===== src/rtl/drr_dequeue_ctrl.sv =====
// DRR dequeue controller: pops the granted flow's head packet from its show-ahead FIFO and
// streams it with SOP/EOP framing, holding off further grants until the EOP word is accepted.
module drr_dequeue_ctrl #(
    parameter int unsigned PKT_QS_CNT = 4,
    parameter int unsigned DATA_W     = 32,
    localparam int unsigned BPW       = DATA_W / 8,
    localparam int unsigned FLOW_W    = (PKT_QS_CNT > 1) ? $clog2(PKT_QS_CNT) : 1,
    localparam int unsigned BYTES_W   = $clog2(BPW) + 1
) (
    input  logic                     clk_i,
    input  logic                     arst_n_i,
    input  logic [FLOW_W-1:0]        sched_read_i,
    input  logic                     sched_val_i,
    output logic                     sched_ready_o,
    input  logic [PKT_QS_CNT-1:0]    q_empty_i,
    input  logic [PKT_QS_CNT*16-1:0] q_len_i,
    input  logic [PKT_QS_CNT*DATA_W-1:0] q_data_i,
    output logic [PKT_QS_CNT-1:0]    q_rd_o,
    output logic [DATA_W-1:0]        out_data_o,
    output logic                     out_valid_o,
    input  logic                     out_ready_i,
    output logic                     out_sop_o,
    output logic                     out_eop_o,
    output logic [BYTES_W-1:0]       out_bytes_o,
    output logic [FLOW_W-1:0]        out_flow_o,
    output logic                     grant_err_o
);

    localparam int unsigned BPW_LOG = $clog2(BPW);

    typedef enum logic {StIdle = 1'b0, StStream = 1'b1} state_e;

    state_e               r_state;
    logic [FLOW_W-1:0]    r_flow;
    logic [16:0]          r_words_left;
    logic [BYTES_W-1:0]   r_last_bytes;
    logic                 r_first;
    logic                 r_grant_err;

    logic [15:0]          w_q_len  [PKT_QS_CNT];
    logic [DATA_W-1:0]    w_q_data [PKT_QS_CNT];

    for (genvar g = 0; g < PKT_QS_CNT; g++) begin : g_unpack
        assign w_q_len[g]  = q_len_i[g*16 +: 16];
        assign w_q_data[g] = q_data_i[g*DATA_W +: DATA_W];
    end

    // 17-bit sum so a 0xFFFF-byte packet rounds up without wrapping.
    logic [15:0]        w_len;
    logic [16:0]        w_words_raw;
    logic [16:0]        w_words;
    logic [15:0]        w_rem;
    logic [BYTES_W-1:0] w_last_bytes;

    assign w_len        = w_q_len[sched_read_i];
    assign w_words_raw  = ({1'b0, w_len} + 17'(BPW - 1)) >> BPW_LOG;
    assign w_words      = (w_words_raw == 17'd0) ? 17'd1 : w_words_raw;
    assign w_rem        = w_len & 16'(BPW - 1);
    assign w_last_bytes = (w_rem == 16'd0) ? BYTES_W'(BPW) : BYTES_W'(w_rem);

    logic w_idle, w_grant_ok, w_grant_bad, w_valid, w_last, w_xfer;

    assign w_idle      = (r_state == StIdle);
    assign w_grant_ok  = w_idle && sched_val_i && !q_empty_i[sched_read_i];
    assign w_grant_bad = w_idle && sched_val_i && q_empty_i[sched_read_i];
    assign w_valid     = (r_state == StStream) && !q_empty_i[r_flow];
    assign w_last      = (r_words_left == 17'd1);
    assign w_xfer      = w_valid && out_ready_i;

    always_ff @(posedge clk_i) begin
        if (!arst_n_i) begin
            r_state      <= StIdle;
            r_flow       <= '0;
            r_words_left <= '0;
            r_last_bytes <= '0;
            r_first      <= 1'b0;
            r_grant_err  <= 1'b0;
        end else begin
            r_grant_err <= w_grant_bad;
            case (r_state)
                StIdle: begin
                    if (w_grant_ok) begin
                        r_flow       <= sched_read_i;
                        r_words_left <= w_words;
                        r_last_bytes <= w_last_bytes;
                        r_first      <= 1'b1;
                        r_state      <= StStream;
                    end
                end
                StStream: begin
                    if (w_xfer) begin
                        r_words_left <= r_words_left - 17'd1;
                        r_first      <= 1'b0;
                        if (w_last) begin
                            r_state <= StIdle;
                        end
                    end
                end
                default: r_state <= StIdle;
            endcase
        end
    end

    always_comb begin
        sched_ready_o = w_idle;
        grant_err_o   = r_grant_err;
        q_rd_o        = '0;
        out_valid_o   = 1'b0;
        out_data_o    = '0;
        out_flow_o    = '0;
        out_sop_o     = 1'b0;
        out_eop_o     = 1'b0;
        out_bytes_o   = '0;
        if (r_state == StStream) begin
            out_valid_o = w_valid;
            out_data_o  = w_q_data[r_flow];
            out_flow_o  = r_flow;
            out_sop_o   = r_first && w_valid;
            out_eop_o   = w_last && w_valid;
            out_bytes_o = w_last ? r_last_bytes : BYTES_W'(BPW);
            if (w_xfer) begin
                q_rd_o[r_flow] = 1'b1;
            end
        end
    end

endmodule


===== config.mk =====
export PLATFORM = sky130hd
export DESIGN_NAME = drr_dequeue_ctrl
export DESIGN_NICKNAME = d
export VERILOG_FILES = /design/src/rtl/drr_dequeue_ctrl.sv
export SDC_FILE = /design/constraint.sdc
export NUM_CORES = 1
export LEC_CHECK = 0
export CORE_ASPECT_RATIO = 0.5
export CORE_MARGIN = 2
export CORE_UTILIZATION = 30
export CTS_BUF_LIST = sky130_fd_sc_hd__clkbuf_8
export CTS_CLUSTER_DIAMETER = 150
export DETAILED_ROUTE_END_ITERATION = 12
export PLACE_DENSITY_LB_ADDON = 0.1
export SLEW_MARGIN = 40
export SYNTH_ARGS = -nofsm -noshare
export SYNTH_HDL_FRONTEND = slang
export SYNTH_SLANG_ARGS = --single-unit
export TNS_END_PERCENT = 50

===== constraint.sdc =====
create_clock -name clk_i -period 7.95 [get_ports clk_i]
set_input_delay 2.385 -clock clk_i [delete_from_list [all_inputs] [get_ports clk_i]]
set_output_delay 2.385 -clock clk_i [all_outputs]
set_load 0.05 [all_outputs]

**Gate-type map**

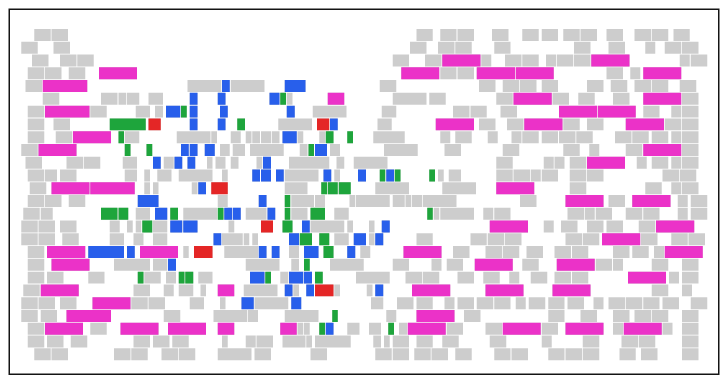
mux cells: in magenta, cells 54, most used mux4_2, where widely spread. non-inverting ao/oa cells: in red, cells 6, most used o21a_1. aoi and oai cells: in blue, cells 58, most used a21oi_1. nand cells: in green, cells 38, most used nand2_1.
most frequent standard cell in the layout excluding fill and tap cells: clkdlybuf4s50_1
multi-input logic portion of the cell area: 0.436
count of placed standard cells in the final layout, fillers left out: 703

**Where the registers sit**

The bar under the picture is 50 um long. Other sequential cells in the stronger gray, the rest of the logic in the fainter gray.
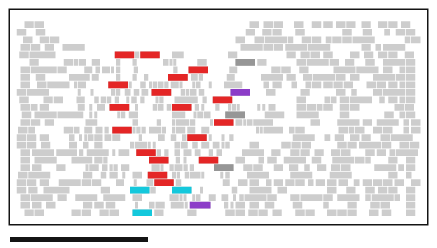
r_flow: in purple, placed flops 2. r_words_left: in red, placed flops 17. r_last_bytes: in cyan, placed flops 3.
area taken by flip-flops and latches: 502 um2
power of the sequential group: 0.149 mW

==> results_slide.txt <==
Flow Results at a Glance

Critical path
  – CP Class: in2out
  – Cell-by-cell listing of the critical path: clkdlybuf4s50_1, mux4_2, nor2_1, nand2_1, nor3_1, clkdlybuf4s50_1
  – Cell at the slowest stage of the critical path: clkdlybuf4s50_1
  – Launching instance or port of the critical path: q_empty_i[3]
  – Stages on worst setup path: 6
  – Worst reg-to-reg path cell count: 7

Place
  – Total placed instance area: 5810 um2
  – Sum of net half-perimeters after detailed placement: 10.8 mm

Final timing
  – Headroom to the max-slew limit: 0.468
  – Layout Skew: 0.0158 ns
  – Pins over their slew limit: 0
  – Post-layout minimum cycle time: 7.03 ns
  – Share of the cycle needed by the critical path after routing: 0.884

Pwr
  – Comb power: 0.361 mW
  – Logic pwr share: 0.612
  – Worst vdd rail ir drop: 0.0768 mV
  – P_int: around 0.36 mW

Detailed routing
  – Met1 routed wirelength after detailed routing: 5.57 mm
  – Final routed wire length divided by cell count: 18.4 um
  – Residual antenna-violating net count after detailed routing: 0
  – Routed via count: 3,630
  – Highest routed layer: met4

Synth
  – Library cells used by synthesis: 61
  – Netlist area before placement: 3230 um2
  – Syn Area/Cell: 9.74 um2
  – Number of nets at floorplan: 536
  – Post-synth top area share: 0.320
  – Yosys warning count: 0
  – FA/HA/MAJ Cells, Area Fraction: 0.00774

Clock tree
  – Total clock buffers created by CTS: 3
  – Cell resize tally after clock tree synthesis: 0

GRT
  – Initial antenna violation count: 0
  – Via count of the first global-routing pass: roughly 3,600

Final layout
  – Top class by area: combinational gates
  – Net count reported at finish: between 700 and 800
  – Share of the core filled with cells in the final layout: 0.566
  – Ant. Diodes: 0

Floorplan
  – Area inside the core boundary: 10,300 um2
  – Count of inserted tapcells: 140

Worst hold path
  – Worst hold path stage count: 2
  – Worst min-delay path category: reg2reg

Run status
  – Run status: complete, no violations
**Congestion heat map**

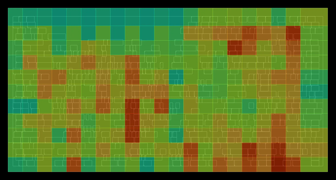
All-Layer GR Usage: 0.216
fraction of met1 tracks used by global routing: 0.285

No activity file was given, so power comes from the tool's default toggle rates.
